[src/rtl/simd_mem_pkg.sv]
// Shared types and sizing for the vector load/store unit.
// Optional build macro: LSU_ALIGN_CHECK_EN.
package simd_mem_pkg;

  localparam int DATA_W     = 32;
  localparam int ADDR_W     = 32;
  localparam int VEC_LANES  = 4;
  localparam int WORD_BYTES = DATA_W / 8;
  localparam int LANE_IDX_W =
    (VEC_LANES > 1) ? $clog2(VEC_LANES) : 1;

  typedef enum logic [1:0] {
    IDLE,
    ISSUE,
    DRAIN,
    RESP
  } lsu_state_t;

  typedef logic [VEC_LANES-1:0][DATA_W-1:0] lane_vec_t;

endpackage

[src/rtl/vector_lsu_if.sv]
// Execute-side request/response bundle and data-memory port bundle.
// Optional build macro: LSU_ALIGN_CHECK_EN.
interface vlsu_req_if;
  import simd_mem_pkg::*;

  logic              req_valid;
  logic              req_ready;
  logic              req_write;
  logic [ADDR_W-1:0] req_addr;
  lane_vec_t         req_wdata;
  logic              resp_valid;
  logic              resp_err;
  lane_vec_t         resp_rdata;

  modport master (
    output req_valid, req_write, req_addr, req_wdata,
    input  req_ready, resp_valid, resp_err, resp_rdata
  );

  modport slave (
    input  req_valid, req_write, req_addr, req_wdata,
    output req_ready, resp_valid, resp_err, resp_rdata
  );
endinterface

interface vlsu_mem_if;
  import simd_mem_pkg::*;

  logic [ADDR_W-1:0] mem_addr;
  logic              mem_we;
  logic [DATA_W-1:0] mem_wdata;
  logic [DATA_W-1:0] mem_rdata;

  modport master (
    output mem_addr, mem_we, mem_wdata,
    input  mem_rdata
  );

  modport slave (
    input  mem_addr, mem_we, mem_wdata,
    output mem_rdata
  );
endinterface

[src/rtl/vec_gather_buffer.sv]
// Lane capture array for loads; the visible vector only updates on commit.
// Optional build macro: LSU_ALIGN_CHECK_EN (not used here).
module vec_gather_buffer
  import simd_mem_pkg::*;
(
  input  logic                  clk,
  input  logic                  rst,
  input  logic                  i_cap_en,
  input  logic                  i_commit,
  input  logic [LANE_IDX_W-1:0] i_cap_idx,
  input  logic [DATA_W-1:0]     i_cap_data,
  output lane_vec_t             o_rdata
);

  lane_vec_t r_stage;
  lane_vec_t r_out;
  lane_vec_t w_merge;

  always_comb begin
    w_merge = r_stage;
    if (i_cap_en)
      w_merge[i_cap_idx] = i_cap_data;
  end

  // Last lane is merged on the commit edge so it needs no extra stage.
  always_ff @(posedge clk) begin
    if (rst) begin
      r_stage <= '0;
      r_out   <= '0;
    end else begin
      if (i_cap_en)
        r_stage <= w_merge;
      if (i_commit)
        r_out <= w_merge;
    end
  end

  assign o_rdata = r_out;

endmodule

[src/rtl/vector_lsu.sv]
// Serializes one vector load/store into per-lane data-memory beats.
// Optional build macro: LSU_ALIGN_CHECK_EN (misaligned request -> error).
module vector_lsu
  import simd_mem_pkg::*;
(
  input  logic       clk,
  input  logic       rst,
  vlsu_req_if.slave  req,
  vlsu_mem_if.master mem,
  output logic       busy
);

  lsu_state_t            r_state;
  lsu_state_t            w_state_nx;
  logic [LANE_IDX_W-1:0] r_lane;
  logic                  r_write;
  logic [ADDR_W-1:0]     r_base;
  lane_vec_t             r_wdata;

  logic                  w_accept;
  logic                  w_last;
  logic                  w_misalign;
  logic                  w_ready;
  logic                  w_we;
  logic [ADDR_W-1:0]     w_addr;
  logic [DATA_W-1:0]     w_wdata;
  logic                  w_cap_en;
  logic                  w_commit;
  logic [LANE_IDX_W-1:0] w_cap_idx;

  assign w_accept = req.req_valid & w_ready;
  assign w_last   = (r_lane == LANE_IDX_W'(VEC_LANES - 1));

`ifdef LSU_ALIGN_CHECK_EN
  logic r_err;
  assign w_misalign = (req.req_addr[1:0] != 2'b00);
`else
  assign w_misalign = 1'b0;
`endif

  always_ff @(posedge clk) begin
    if (rst) begin
      r_state <= IDLE;
      r_lane  <= '0;
      r_write <= 1'b0;
      r_base  <= '0;
      r_wdata <= '0;
    end else begin
      r_state <= w_state_nx;
      if (w_accept) begin
        r_write <= req.req_write;
        r_base  <= req.req_addr & ~ADDR_W'(3);
        r_wdata <= req.req_wdata;
        r_lane  <= '0;
      end else if (r_state == ISSUE && !w_last) begin
        r_lane <= r_lane + LANE_IDX_W'(1);
      end
    end
  end

`ifdef LSU_ALIGN_CHECK_EN
  always_ff @(posedge clk) begin
    if (rst)
      r_err <= 1'b0;
    else if (w_accept)
      r_err <= w_misalign;
  end
`endif

  always_comb begin
    w_state_nx = r_state;
    w_ready    = 1'b0;
    w_we       = 1'b0;
    w_addr     = '0;
    w_wdata    = '0;
    w_cap_en   = 1'b0;
    w_commit   = 1'b0;
    w_cap_idx  = r_lane;
    unique case (r_state)
      IDLE: begin
        w_ready = 1'b1;
        if (w_accept)
          w_state_nx = w_misalign ? RESP : ISSUE;
      end
      ISSUE: begin
        w_addr = r_base
               + ADDR_W'(r_lane) * ADDR_W'(WORD_BYTES);
        w_we   = r_write;
        if (r_write)
          w_wdata = r_wdata[r_lane];
        // Read data for lane i-1 arrives while lane i issues.
        if (!r_write && r_lane != '0) begin
          w_cap_en  = 1'b1;
          w_cap_idx = r_lane - LANE_IDX_W'(1);
        end
        if (w_last)
          w_state_nx = r_write ? RESP : DRAIN;
      end
      DRAIN: begin
        w_cap_en   = 1'b1;
        w_commit   = 1'b1;
        w_state_nx = RESP;
      end
      RESP: begin
        w_state_nx = IDLE;
      end
      default: begin
        w_state_nx = IDLE;
      end
    endcase
  end

  assign req.req_ready  = w_ready;
  assign req.resp_valid = (r_state == RESP);
`ifdef LSU_ALIGN_CHECK_EN
  assign req.resp_err   = r_err & (r_state == RESP);
`else
  assign req.resp_err   = 1'b0;
`endif
  assign busy           = (r_state != IDLE);

  assign mem.mem_we    = w_we & ~rst;
  assign mem.mem_addr  = w_addr;
  assign mem.mem_wdata = w_wdata;

  vec_gather_buffer u_gather (
    .clk        (clk),
    .rst        (rst),
    .i_cap_en   (w_cap_en),
    .i_commit   (w_commit),
    .i_cap_idx  (w_cap_idx),
    .i_cap_data (mem.mem_rdata),
    .o_rdata    (req.resp_rdata)
  );

endmodule
[src/flat_wrapper.sv]
// flat-port wrapper written by rule: the top's interface ports become plain ports
module vector_lsu_flat import simd_mem_pkg::*;
  (clk, rst, busy, req_req_valid, req_req_write, req_req_addr, req_req_wdata, req_req_ready, req_resp_valid, req_resp_err, req_resp_rdata, mem_mem_addr, mem_mem_we, mem_mem_wdata, mem_mem_rdata);
  vlsu_req_if req_i ();
  vlsu_mem_if mem_i ();
  input  logic clk;
  input  logic rst;
  output logic busy;
  input wire logic [$bits(req_i.req_valid)-1:0] req_req_valid;
  input wire logic [$bits(req_i.req_write)-1:0] req_req_write;
  input wire logic [$bits(req_i.req_addr)-1:0] req_req_addr;
  input wire logic [$bits(req_i.req_wdata)-1:0] req_req_wdata;
  output wire logic [$bits(req_i.req_ready)-1:0] req_req_ready;
  output wire logic [$bits(req_i.resp_valid)-1:0] req_resp_valid;
  output wire logic [$bits(req_i.resp_err)-1:0] req_resp_err;
  output wire logic [$bits(req_i.resp_rdata)-1:0] req_resp_rdata;
  output wire logic [$bits(mem_i.mem_addr)-1:0] mem_mem_addr;
  output wire logic [$bits(mem_i.mem_we)-1:0] mem_mem_we;
  output wire logic [$bits(mem_i.mem_wdata)-1:0] mem_mem_wdata;
  input wire logic [$bits(mem_i.mem_rdata)-1:0] mem_mem_rdata;
  assign req_i.req_valid = req_req_valid;
  assign req_i.req_write = req_req_write;
  assign req_i.req_addr = req_req_addr;
  assign req_i.req_wdata = req_req_wdata;
  assign req_req_ready = req_i.req_ready;
  assign req_resp_valid = req_i.resp_valid;
  assign req_resp_err = req_i.resp_err;
  assign req_resp_rdata = req_i.resp_rdata;
  assign mem_mem_addr = mem_i.mem_addr;
  assign mem_mem_we = mem_i.mem_we;
  assign mem_mem_wdata = mem_i.mem_wdata;
  assign mem_i.mem_rdata = mem_mem_rdata;
  vector_lsu u_core (.clk(clk), .rst(rst), .req(req_i), .mem(mem_i), .busy(busy));
endmodule
[config.mk]
export PLATFORM = sky130hd
export DESIGN_NAME = vector_lsu_flat
export DESIGN_NICKNAME = d
export VERILOG_FILES = /design/src/rtl/simd_mem_pkg.sv /design/src/rtl/vector_lsu_if.sv /design/src/rtl/vec_gather_buffer.sv /design/src/rtl/vector_lsu.sv /design/src/flat_wrapper.sv
export SDC_FILE = /design/constraint.sdc
export NUM_CORES = 1
export LEC_CHECK = 0
export CAP_MARGIN = 10
export CORE_UTILIZATION = 53
export DETAILED_ROUTE_END_ITERATION = 6
export GPL_TIMING_DRIVEN = 0
export PLACE_DENSITY = 0.92
export RECOVER_POWER = 25
export SYNTH_ARGS = -nofsm -noshare
export SYNTH_HDL_FRONTEND = slang
export SYNTH_SLANG_ARGS = --single-unit
[constraint.sdc]
create_clock -name clk -period 4.5 [get_ports clk]
set_input_delay 1.125 -clock clk [delete_from_list [all_inputs] [get_ports clk]]
set_output_delay 1.125 -clock clk [all_outputs]
set_load 0.03 [all_outputs]
Fig. 1: clock distribution
Drawn at 2 px/um.
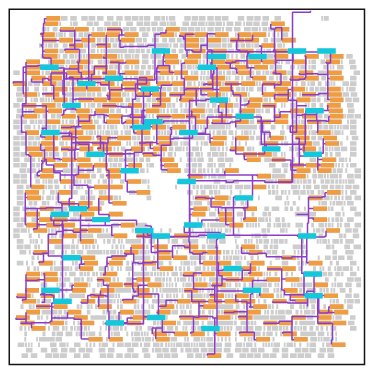
- purple: clock wires (length 4490 um)
- cyan: cells driving clock nets (count 42)
- orange: flip-flops (count 419)
- flops lie: all over the die
- routed clock nets: 43

Fig. 2: routing congestion map
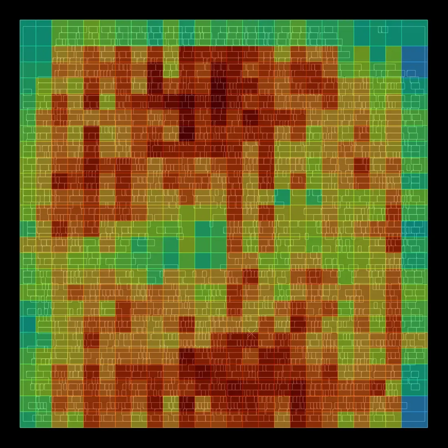
met2 usage: 56.3%
wire length per cell: 21.4 um
met3 usage: 5.56%

Fig. 3: signal wires by layer
Drawn at 1.5 px/um.
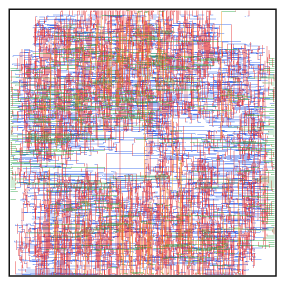
- red: met2 (wire length 26.2 mm)
- orange: met4 (wire length 3240 um)
- blue: met1 (wire length 22.7 mm)
- green: met3 (wire length 5700 um)

Fig. 4: sequential cells grouped by signal name
Drawn at 1.5 px/um. Other sequential cells in the stronger gray, the rest of the logic in the fainter gray.
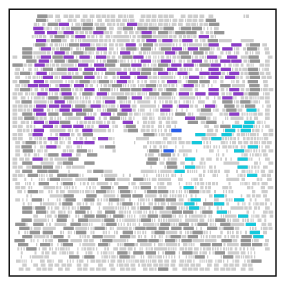
- purple: `u_core.u_gather.r_stage` (flops 128)
- cyan: `u_core.r_base` (flops 30)
- blue: `u_core.r_state` (flops 2)
- not colored: 259

==> results.cfg <==
; physical design summary
[outcome]
status = finished, violations left
violations = DRC

[finish]
inv_count = 11
mostFrequentLayoutCell = dfxtp_1
syn_to_final_growth_pct = 36.5
clkbuf_count = 60
area_share_nonclk_buffers_pct = 20.3

[clocking]
cts_buffer_depth = 3
cts_buffers = 42
cts_tree = done
postCtsResizedCells = 21
hold_buffers = 0

[yosys]
ys_sh_simple_pct = 19.3
ys_cells = 1843
async_flop_share_pct = 0
yosys.area.top_type = dfxtp_1
xor_area_share_pct = 0.648

[sta]
holdWs_ps = 452
slew_violations = 0
skew_ps = 26.2
finalCriticalPeriod_ps = 4420

[setup_path]
critPathLaunchType = register
r2r_start = u_core.r_lane[1]$_SDFFE_PP0P_
crit_family = simple AND/OR/NAND/NOR gates
cp_max_fo = 9
endpoint = mem_mem_addr[29]

[floorplan]
fp_util_pct = 54.3

[pwr]
p_leak_nw = 7.97
clk-power_w = 0.00387
power.density_mw_per_mm2 = 650
swShare_pct = 39.1

[drt]
wl_met1_mm = 22.7
drc_errors = 1

[hold_path]
min_from = u_core.r_wdata[68]$_SDFFE_PP0P_
## cell usage after synthesis, drive strengths merged (4+ instances only)
master,instances
and2,35
mux4,32
nand3,9
nor2,273
xnor2,11
nand4,6
dfxtp,419
nor2b,34
a211oi,128
mux2i,7
nand2,329
nor3,6
ha,8
buf,34
a21oi,178
inv,11
or3,5
o31ai,12
and4,4
nand3b,4
a22oi,128
clkbuf,129
o21ai,5
or4,14
## metrics by stage
stage	setup WS [ps]	total power [W]	utilization, %	instance area (sq um)
after floorplan	884	0.00825	-	16200
after global placement	199	0.0103	68.9	20600
after detailed placement	215	0.0105	68.9	20600
after CTS	1.50	0.0144	74.0	22100
after global routing	13.6	0.0149	74.1	22100
final	79.3	0.0144	74.1	22100
Power and IR drop assume default switching activity.
